==> config.mk <==
export PLATFORM = sky130hd
export DESIGN_NAME = fetch_ctrl
export DESIGN_NICKNAME = d
export VERILOG_FILES = /design/src/rtl/fetch_ctrl.sv
export SDC_FILE = /design/constraint.sdc
export NUM_CORES = 1
export LEC_CHECK = 0
export ABC_AREA = 0
export CORE_ASPECT_RATIO = 0.6
export CORE_MARGIN = 1
export CORE_UTILIZATION = 45
export CTS_CLUSTER_SIZE = 40
export DETAILED_ROUTE_END_ITERATION = 12
export PLACE_DENSITY = 0.94
export RECOVER_POWER = 100
export SYNTH_ARGS = -nofsm -noshare
export SYNTH_HDL_FRONTEND = slang
export SYNTH_SLANG_ARGS = --single-unit
export TNS_END_PERCENT = 5
==> constraint.sdc <==
create_clock -name clk -period 3.4 [get_ports clk]
set_clock_uncertainty 0.15 [all_clocks]
set_input_delay 0.68 -clock clk [delete_from_list [all_inputs] [get_ports clk]]
set_output_delay 0.68 -clock clk [all_outputs]
set_load 0.03 [all_outputs]
==> src/rtl/fetch_ctrl.sv <==
// -----------------------------------------------------------------------------
// fetch_ctrl
// Sequencer for the instruction-fetch stage. Decides each cycle whether the PC
// and IR advance, where the next PC comes from, whether the fetched slot is
// squashed, and whether a bubble goes into ID->EX. Covers load-use stalls,
// memory-wait freezes, branch/jump/JR redirects (with a wrong-path squash of
// KILL_CYCLES slots), a redirect held across a memory wait, and HALT.
//
// Optional build macro: FETCH_CTRL_PERF_EN adds stall/redirect counters.
//
// Parameters
//   AW           PC / target address width
//   RW           register index width
//   KILL_CYCLES  fetch slots squashed per redirect (1..3)
//
// Ports
//   clk            in   rising-edge clock
//   reset          in   asynchronous active-low reset
//   mem_busy       in   memory not ready, front end frozen
//   ex_mem_read    in   EX instruction is a load
//   ex_rd          in   load destination register
//   id_rs, id_rt   in   ID source registers
//   id_uses_rs/rt  in   ID instruction reads rs / rt
//   br_taken       in   ID branch resolved taken
//   jmp            in   ID J-type jump
//   jr             in   ID jump-register
//   tgt_addr       in   branch/jump target
//   rs_val         in   JR target
//   id_halt        in   HALT in ID
//   PCWr           out  PC write enable
//   IRWrite        out  IR/NPC write enable
//   PCSrc          out  0 = PC+1, 1 = TargetAddress, 2 = Reg[Rs]
//   KILL           out  load NOP into IR
//   TargetAddress  out  redirect address to fetch mux
//   id_bubble      out  zero ID->EX control this cycle
//   halted         out  core halted
//   stall_cycles   out  (perf build) cycles with PCWr = 0 outside HALT
//   flush_count    out  (perf build) applied redirects
// -----------------------------------------------------------------------------
module fetch_ctrl #(
    parameter int AW          = 32,
    parameter int RW          = 5,
    parameter int KILL_CYCLES = 1
) (
    input  logic          clk,
    input  logic          reset,
    input  logic          mem_busy,
    input  logic          ex_mem_read,
    input  logic [RW-1:0] ex_rd,
    input  logic [RW-1:0] id_rs,
    input  logic [RW-1:0] id_rt,
    input  logic          id_uses_rs,
    input  logic          id_uses_rt,
    input  logic          br_taken,
    input  logic          jmp,
    input  logic          jr,
    input  logic [AW-1:0] tgt_addr,
    input  logic [AW-1:0] rs_val,
    input  logic          id_halt,
    output logic          PCWr,
    output logic          IRWrite,
    output logic [1:0]    PCSrc,
    output logic          KILL,
    output logic [AW-1:0] TargetAddress,
    output logic          id_bubble,
`ifdef FETCH_CTRL_PERF_EN
    output logic [31:0]   stall_cycles,
    output logic [31:0]   flush_count,
`endif
    output logic          halted
);

    typedef enum logic [1:0] {RUN, PEND, FLUSH, HALT} state_t;

    // Remaining squash slots after the redirect cycle itself.
    localparam logic [1:0] CNT_INIT = 2'(KILL_CYCLES - 1);

    state_t        state, state_nxt;
    logic [AW-1:0] tgt_q, tgt_nxt;
    logic [1:0]    cnt, cnt_nxt;

    logic          load_use;
    logic          redir;
    logic [AW-1:0] redir_tgt;

    logic          pc_wr_c, ir_wr_c, kill_c, bubble_c, halted_c, applied_c;
    logic [1:0]    pc_src_c;
    logic [AW-1:0] target_c;

    assign load_use = ex_mem_read && (ex_rd != '0) &&
                      ((id_uses_rs && (id_rs == ex_rd)) ||
                       (id_uses_rt && (id_rt == ex_rd)));
    assign redir     = jr || jmp || br_taken;
    assign redir_tgt = jr ? rs_val : tgt_addr;

    always_comb begin
        pc_wr_c   = 1'b0;
        ir_wr_c   = 1'b0;
        kill_c    = 1'b0;
        bubble_c  = 1'b0;
        halted_c  = 1'b0;
        applied_c = 1'b0;
        pc_src_c  = 2'd0;
        target_c  = tgt_addr;
        state_nxt = state;
        tgt_nxt   = tgt_q;
        cnt_nxt   = cnt;

        case (state)
            RUN: begin
                if (mem_busy) begin
                    // Park the first redirect seen during a wait; a redirect
                    // behind a load-use hazard will be re-presented by decode.
                    if (redir && !load_use) begin
                        tgt_nxt   = redir_tgt;
                        state_nxt = PEND;
                    end
                end else if (load_use) begin
                    bubble_c = 1'b1;
                end else if (id_halt) begin
                    ir_wr_c   = 1'b1;
                    kill_c    = 1'b1;
                    state_nxt = HALT;
                end else if (redir) begin
                    pc_wr_c   = 1'b1;
                    ir_wr_c   = 1'b1;
                    kill_c    = 1'b1;
                    applied_c = 1'b1;
                    pc_src_c  = jr ? 2'd2 : 2'd1;
                    target_c  = redir_tgt;
                end else begin
                    pc_wr_c = 1'b1;
                    ir_wr_c = 1'b1;
                end
            end
            PEND: begin
                // Parked target is already resolved, so replay always uses
                // the TargetAddress path.
                target_c = tgt_q;
                if (!mem_busy) begin
                    pc_wr_c   = 1'b1;
                    ir_wr_c   = 1'b1;
                    kill_c    = 1'b1;
                    applied_c = 1'b1;
                    pc_src_c  = 2'd1;
                end
            end
            FLUSH: begin
                if (!mem_busy) begin
                    pc_wr_c = 1'b1;
                    ir_wr_c = 1'b1;
                    kill_c  = 1'b1;
                    cnt_nxt = cnt - 2'd1;
                    if (cnt == 2'd1) state_nxt = RUN;
                end
            end
            HALT: begin
                halted_c = 1'b1;
            end
            default: state_nxt = RUN;
        endcase

        // An applied redirect either opens a squash window or returns to RUN.
        if (applied_c) begin
            if (KILL_CYCLES > 1) begin
                state_nxt = FLUSH;
                cnt_nxt   = CNT_INIT;
            end else begin
                state_nxt = RUN;
            end
        end
    end

    always_ff @(posedge clk or negedge reset) begin
        if (!reset) begin
            state <= RUN;
            tgt_q <= '0;
            cnt   <= 2'd0;
        end else begin
            state <= state_nxt;
            tgt_q <= tgt_nxt;
            cnt   <= cnt_nxt;
        end
    end

    // Outputs are forced low while reset is held.
    assign PCWr          = reset && pc_wr_c;
    assign IRWrite       = reset && ir_wr_c;
    assign KILL          = reset && kill_c;
    assign id_bubble     = reset && bubble_c;
    assign halted        = reset && halted_c;
    assign PCSrc         = reset ? pc_src_c : 2'd0;
    assign TargetAddress = reset ? target_c : '0;

`ifdef FETCH_CTRL_PERF_EN
    always_ff @(posedge clk or negedge reset) begin
        if (!reset) begin
            stall_cycles <= '0;
            flush_count  <= '0;
        end else begin
            if ((state != HALT) && !pc_wr_c && (stall_cycles != 32'hFFFF_FFFF))
                stall_cycles <= stall_cycles + 32'd1;
            if (applied_c && (flush_count != 32'hFFFF_FFFF))
                flush_count <= flush_count + 32'd1;
        end
    end
`endif

endmodule

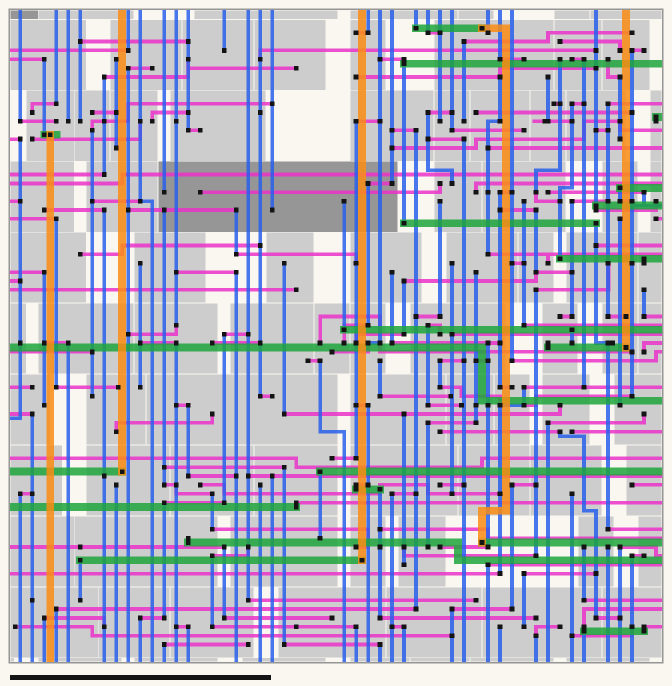
Fig. 1. Zoomed window (run 1).
Bar = 10 microns. Region (44, 8) to (69, 33) microns. Cells in grey, sequential cells in the stronger grey; small squares are vias.
colour	layer
orange	met4
magenta	met1
green	met3
blue	met2
netlist names of flops here include	state (1)
cells with their middle in the window	66
sequential cells in the window	1
most frequent	buf_4 (13), nand2_1 (7), a21oi_1 (5)

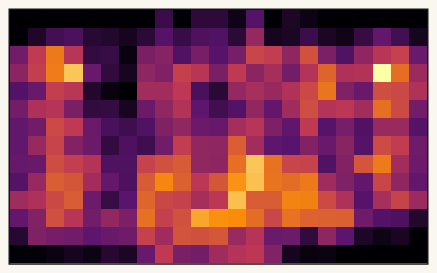
Fig. 2. Routed metal per tile (run 1).
The die is cut into 23 by 14 equal tiles; black is low, pale yellow is high, scaled to the fullest tile. Values are wire area over tile area, all layers added.
densest ninth of the die	bottom middle
fullest tile	0.69
mean over tiles	0.24
emptiest ninth of the die	top left
tiles over half the peak	26%
routed wire length per instance: 17.60 microns
gr usage total: 30.13%
routed wire length: 11460 microns
DR vias: 3774

==> run_summary.xml, run 1 <==
<?xml version="1.0" encoding="UTF-8"?>
<metrics>
  <group name="cells_and_area">
    <metric name="lay_top_cells" unit="">101 x a21oi_1, 71 x clkdlybuf4s50_1, 61 x mux2i_1, 57 x buf_4, 40 x nor2_1</metric>
    <metric name="logic_gate_count" unit="">337</metric>
    <metric name="largest_reg_flops" unit="">32</metric>
    <metric name="num-fill-cells" unit="">528</metric>
    <metric name="final.clkbuf_count" unit="">5</metric>
  </group>
  <group name="synth">
    <metric name="synthTopCellsByCount" unit="">101 x a21oi_1, 64 x mux2i_1, 41 x nor2_1</metric>
    <metric name="cell_variety_after_synth" unit="">38</metric>
    <metric name="synth-area-yosys" unit="sq um">3362</metric>
    <metric name="synth.area.mux_share" unit="%">27.09</metric>
    <metric name="ys_seq_share" unit="%">26.80</metric>
    <metric name="count_of_instantiated_cells_in_the_yosys_netlist" unit="">412</metric>
  </group>
  <group name="placement">
    <metric name="dpl_cell_area" unit="sq um">4777</metric>
    <metric name="cell_count_after_placement" unit="">638</metric>
    <metric name="pre_cts_ws" unit="ns">-0.3771</metric>
  </group>
  <group name="power_and_ir_drop">
    <metric name="internal_power" unit="mW">2.058</metric>
    <metric name="clock_power_share" unit="%">13.3</metric>
    <metric name="power_per_cell_area" unit="nW/um^2">786.4</metric>
    <metric name="p_seq_share" unit="%">20.7</metric>
    <metric name="fin_total_pwr" unit="mW">3.942</metric>
    <metric name="swShare" unit="%">47.79</metric>
    <metric name="seq-power" unit="uW">818</metric>
  </group>
  <group name="worst_setup_path">
    <metric name="worst_path_most_repeated_cell" unit="">buf_6</metric>
    <metric name="critical-path-max-stage-delay" unit="ns">0.54</metric>
  </group>
  <group name="global_route">
    <metric name="grt_start_max_net_pins" unit="">39</metric>
    <metric name="first_global_vias" unit="">3722</metric>
    <metric name="grtUsageMet1" unit="%">35.89</metric>
  </group>
  <group name="detailed_routing">
    <metric name="post_drt_via_cell_ratio" unit="">5.797</metric>
    <metric name="wl_met3" unit="microns">937</metric>
    <metric name="remaining_drc_errors" unit="">0</metric>
    <metric name="first_pass_drt_iterations" unit="">5</metric>
  </group>
  <group name="clocking">
    <metric name="clk_pin_slew" unit="ns">0.06</metric>
    <metric name="count_of_instances_resized_after_the_clock_tree_is_built" unit="">35</metric>
    <metric name="clock_tree.root_cell" unit="">clkbuf_16</metric>
    <metric name="hold_buffers" unit="">0</metric>
    <metric name="clock_insertion_delay_worst_skew" unit="ns">0.28</metric>
  </group>
  <group name="sta">
    <metric name="final-setup-viol-count" unit="">18</metric>
    <metric name="final.setup.worst_slack" unit="ns">-0.05132</metric>
    <metric name="grt_setup_unrepaired" unit="">true</metric>
  </group>
  <group name="hold_path">
    <metric name="worstHoldPathType" unit="">input pin to async pin</metric>
  </group>
  <group name="floorplan">
    <metric name="well_tap_count" unit="">100</metric>
    <metric name="num_rows" unit="">23</metric>
  </group>
  <group name="flow_run">
    <metric name="maxCapViolations" unit="">0</metric>
  </group>
  <group name="run_status">
    <metric name="status" unit="">finished, violations left</metric>
    <metric name="failed_checks" unit="">negative setup slack</metric>
  </group>
</metrics>
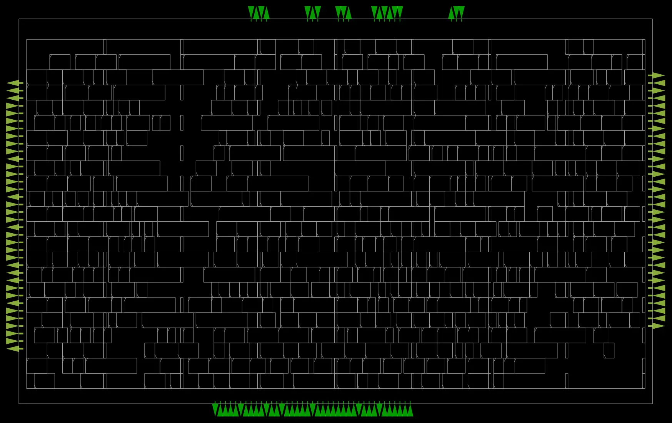
Fig. 3. Placed standard cells (run 1).
num sequential: 36
fraction of area in registers: 17.97%
area of the core: 6935 sq um
post-route non-filler standard cell count: 651

Fig. 4: run 1, logic cells by family
Bar = 20 microns.
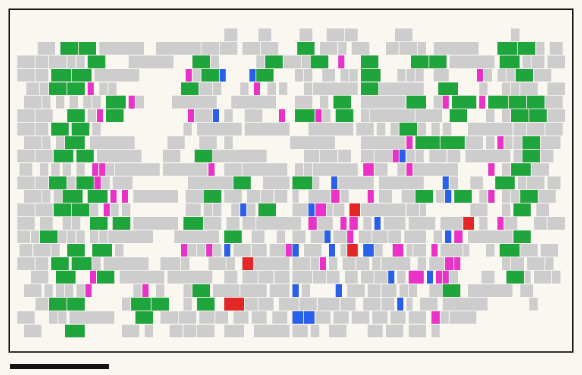

==> run 2, diff against run 1 <==
Settings changed: CAP_MARGIN set to 40, CTS_CLUSTER_DIAMETER set to 100, PLACE_DENSITY 0.94 to 0.93.
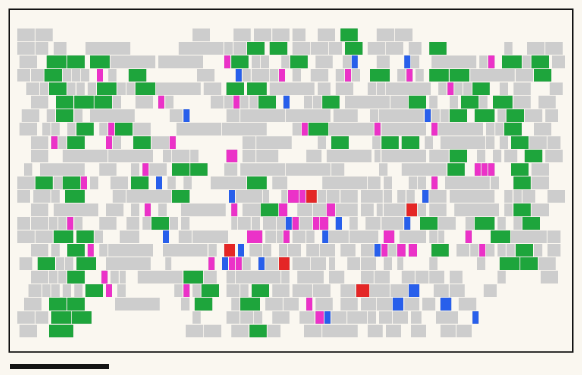
Fig. 5. Logic cells by family (run 2).
Bar = 20 microns.
colour	family	cells	most used
magenta	NOR gates	50	nor2_1
blue	NAND gates	23	nand2_1
red	AND and OR gates	5	and3_1
green	multiplexers	88	mux2i_1

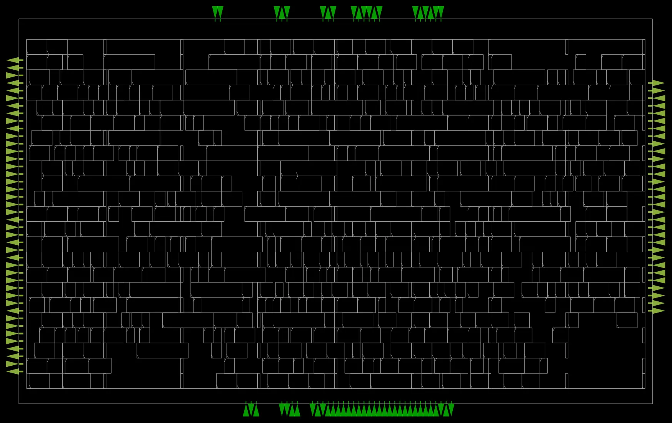
Fig. 6. Placed standard cells (run 2).
number of core rows: 23
fraction of area in registers: 18.15%
post-route non-filler standard cell count: 649
number of tap instances: 100
Filler cells: 536

==> run_summary.xml, run 2 <==
<?xml version="1.0" encoding="UTF-8"?>
<metrics>
  <group name="clocking">
    <metric name="clk_pin_slew" unit="ns">0.06</metric>
    <metric name="hold_buffers" unit="">0</metric>
    <metric name="clock_tree.root_cell" unit="">clkbuf_16</metric>
    <metric name="count_of_instances_resized_after_the_clock_tree_is_built" unit="">34</metric>
    <metric name="clock_insertion_delay_worst_skew" unit="ns">0.27</metric>
  </group>
  <group name="cells_and_area">
    <metric name="diodes" unit="">0</metric>
    <metric name="logic_gate_count" unit="">337</metric>
    <metric name="design.seq.count" unit="">36</metric>
    <metric name="final.clkbuf_count" unit="">6</metric>
    <metric name="lay_top_cells" unit="">101 x a21oi_1, 71 x clkdlybuf4s50_1, 63 x mux2i_1, 55 x buf_4, 40 x nor2_1</metric>
  </group>
  <group name="detailed_routing">
    <metric name="wl_met1" unit="microns">4997</metric>
    <metric name="avgRoutedWirePerCell" unit="microns">17.29</metric>
    <metric name="wl_met3" unit="microns">933</metric>
    <metric name="first_pass_drt_iterations" unit="">5</metric>
    <metric name="drt-total-wl" unit="microns">11220</metric>
    <metric name="remaining_drc_errors" unit="">0</metric>
    <metric name="post_drt_via_cell_ratio" unit="">5.797</metric>
  </group>
  <group name="run_status">
    <metric name="failed_checks" unit="">negative setup slack</metric>
    <metric name="status" unit="">finished, violations left</metric>
  </group>
  <group name="synth">
    <metric name="post_synthesis_mean_instance_area" unit="sq um">8.160</metric>
    <metric name="synthTopCellsByCount" unit="">101 x a21oi_1, 64 x mux2i_1, 41 x nor2_1</metric>
    <metric name="count_of_instantiated_cells_in_the_yosys_netlist" unit="">412</metric>
    <metric name="ys_seq_share" unit="%">26.80</metric>
  </group>
  <group name="power_and_ir_drop">
    <metric name="internal_power" unit="mW">2.019</metric>
    <metric name="fin_total_pwr" unit="mW">3.887</metric>
    <metric name="swShare" unit="%">48.06</metric>
    <metric name="p_seq_share" unit="%">21.1</metric>
    <metric name="power_per_cell_area" unit="nW/um^2">783.0</metric>
    <metric name="clock_power_share" unit="%">11.8</metric>
  </group>
  <group name="placement">
    <metric name="cell_count_after_placement" unit="">638</metric>
    <metric name="dpl_cell_area" unit="sq um">4815</metric>
    <metric name="pre_cts_ws" unit="ns">-0.4233</metric>
  </group>
  <group name="sta">
    <metric name="grt_setup_unrepaired" unit="">true</metric>
    <metric name="final-setup-viol-count" unit="">1</metric>
    <metric name="final.setup.worst_slack" unit="ns">-0.01945</metric>
    <metric name="layout_min_cycle_time" unit="ns">3.419</metric>
    <metric name="post-route-period-util" unit="%">100.6</metric>
  </group>
  <group name="flow_run">
    <metric name="maxCapViolations" unit="">0</metric>
  </group>
  <group name="floorplan">
    <metric name="core_area" unit="sq um">6935</metric>
  </group>
  <group name="worst_setup_path">
    <metric name="critical-path-max-stage-delay" unit="ns">0.51</metric>
  </group>
  <group name="global_route">
    <metric name="first_global_vias" unit="">3636</metric>
    <metric name="grtUsageMet1" unit="%">35.65</metric>
    <metric name="grt_usage" unit="%">28.91</metric>
  </group>
</metrics>
==> run 3, diff against run 2 <==
Settings changed: GPL_ROUTABILITY_DRIVEN set to 1.
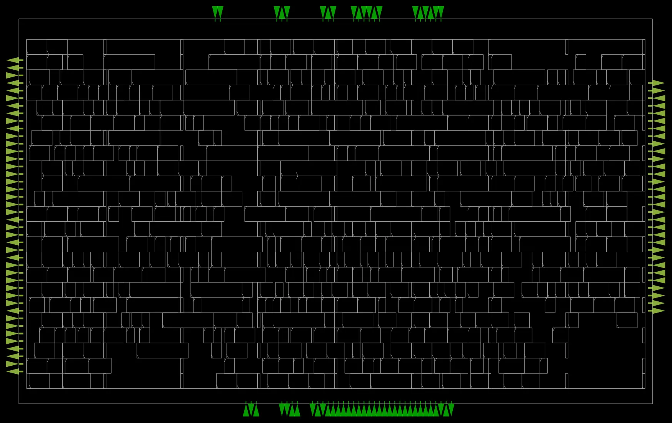
Fig. 7. Placed standard cells (run 3).
core occupancy in the finished layout: 71.57%

==> run_summary.xml, run 3 <==
<?xml version="1.0" encoding="UTF-8"?>
<metrics>
  <group name="detailed_routing">
    <metric name="first_pass_drt_iterations" unit="">5</metric>
    <metric name="drt-total-wl" unit="microns">11220</metric>
    <metric name="remaining_drc_errors" unit="">0</metric>
    <metric name="avgRoutedWirePerCell" unit="microns">17.29</metric>
    <metric name="wl_met3" unit="microns">933</metric>
  </group>
  <group name="synth">
    <metric name="post_synthesis_mean_instance_area" unit="sq um">8.160</metric>
    <metric name="synthTopCellsByCount" unit="">101 x a21oi_1, 64 x mux2i_1, 41 x nor2_1</metric>
    <metric name="ys_seq_share" unit="%">26.80</metric>
    <metric name="synth.area.mux_share" unit="%">27.09</metric>
    <metric name="cell_variety_after_synth" unit="">38</metric>
  </group>
  <group name="cells_and_area">
    <metric name="final.clkbuf_count" unit="">6</metric>
    <metric name="stdcell_count" unit="">649</metric>
    <metric name="diodes" unit="">0</metric>
    <metric name="lay_top_cells" unit="">101 x a21oi_1, 71 x clkdlybuf4s50_1, 63 x mux2i_1, 55 x buf_4, 40 x nor2_1</metric>
  </group>
  <group name="floorplan">
    <metric name="well_tap_count" unit="">100</metric>
    <metric name="core_area" unit="sq um">6935</metric>
    <metric name="num_rows" unit="">23</metric>
  </group>
  <group name="power_and_ir_drop">
    <metric name="power_per_cell_area" unit="nW/um^2">783.0</metric>
    <metric name="swShare" unit="%">48.06</metric>
    <metric name="clock_power_share" unit="%">11.8</metric>
    <metric name="seq-power" unit="uW">821</metric>
    <metric name="p_seq_share" unit="%">21.1</metric>
  </group>
  <group name="global_route">
    <metric name="grtUsageMet1" unit="%">35.65</metric>
  </group>
  <group name="sta">
    <metric name="final-setup-viol-count" unit="">1</metric>
    <metric name="layout_min_cycle_time" unit="ns">3.419</metric>
    <metric name="final.setup.worst_slack" unit="ns">-0.01945</metric>
    <metric name="post-route-period-util" unit="%">100.6</metric>
    <metric name="grt_setup_unrepaired" unit="">true</metric>
  </group>
  <group name="clocking">
    <metric name="count_of_instances_resized_after_the_clock_tree_is_built" unit="">34</metric>
    <metric name="hold_buffers" unit="">0</metric>
  </group>
  <group name="run_status">
    <metric name="failed_checks" unit="">negative setup slack</metric>
    <metric name="status" unit="">finished, violations left</metric>
  </group>
  <group name="worst_setup_path">
    <metric name="worst_path_most_repeated_cell" unit="">buf_6</metric>
  </group>
</metrics>
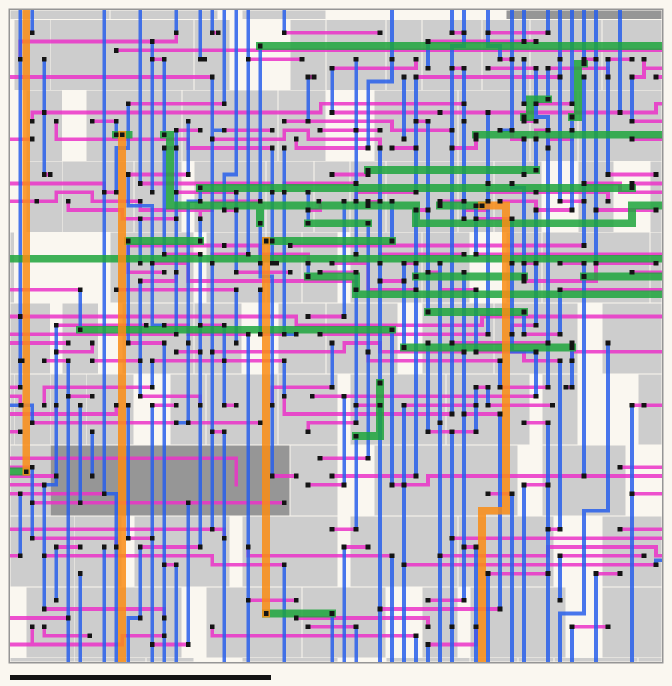
Fig. 8. Zoomed window (run 3).
Bar = 10 microns. Region (44, 8) to (69, 33) microns. Cells in grey, sequential cells in the stronger grey; small squares are vias.
colour	layer
magenta	met1
blue	met2
orange	met4
green	met3
sequential cells in the window	1
cells with their middle in the window	74
most frequent	nor2_1 (8)
netlist names of flops here include	tgt_q (1)


==> screenshots <==
Routed clock nets over the placement.
Plate I
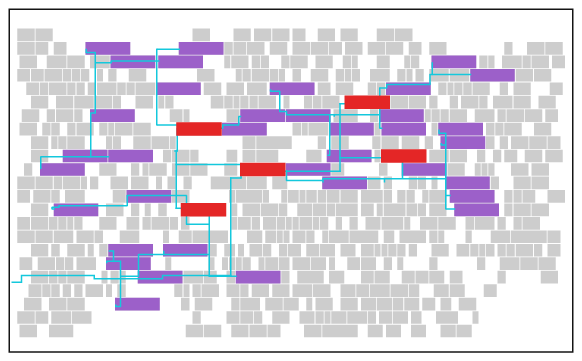
Plate II
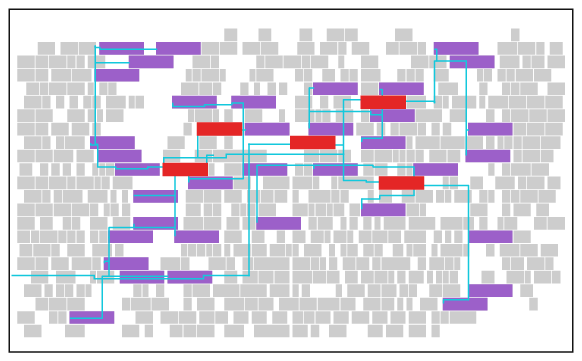
- run 1 = Plate II
- run 2 = Plate I

Key to Plate II:
[red] cells driving clock nets | count: 5
[cyan] clock wires | length: 543 microns
[purple] flip-flops | count: 36
flops lie	all over the die

No activity file was given, so power comes from the tool's default toggle rates.
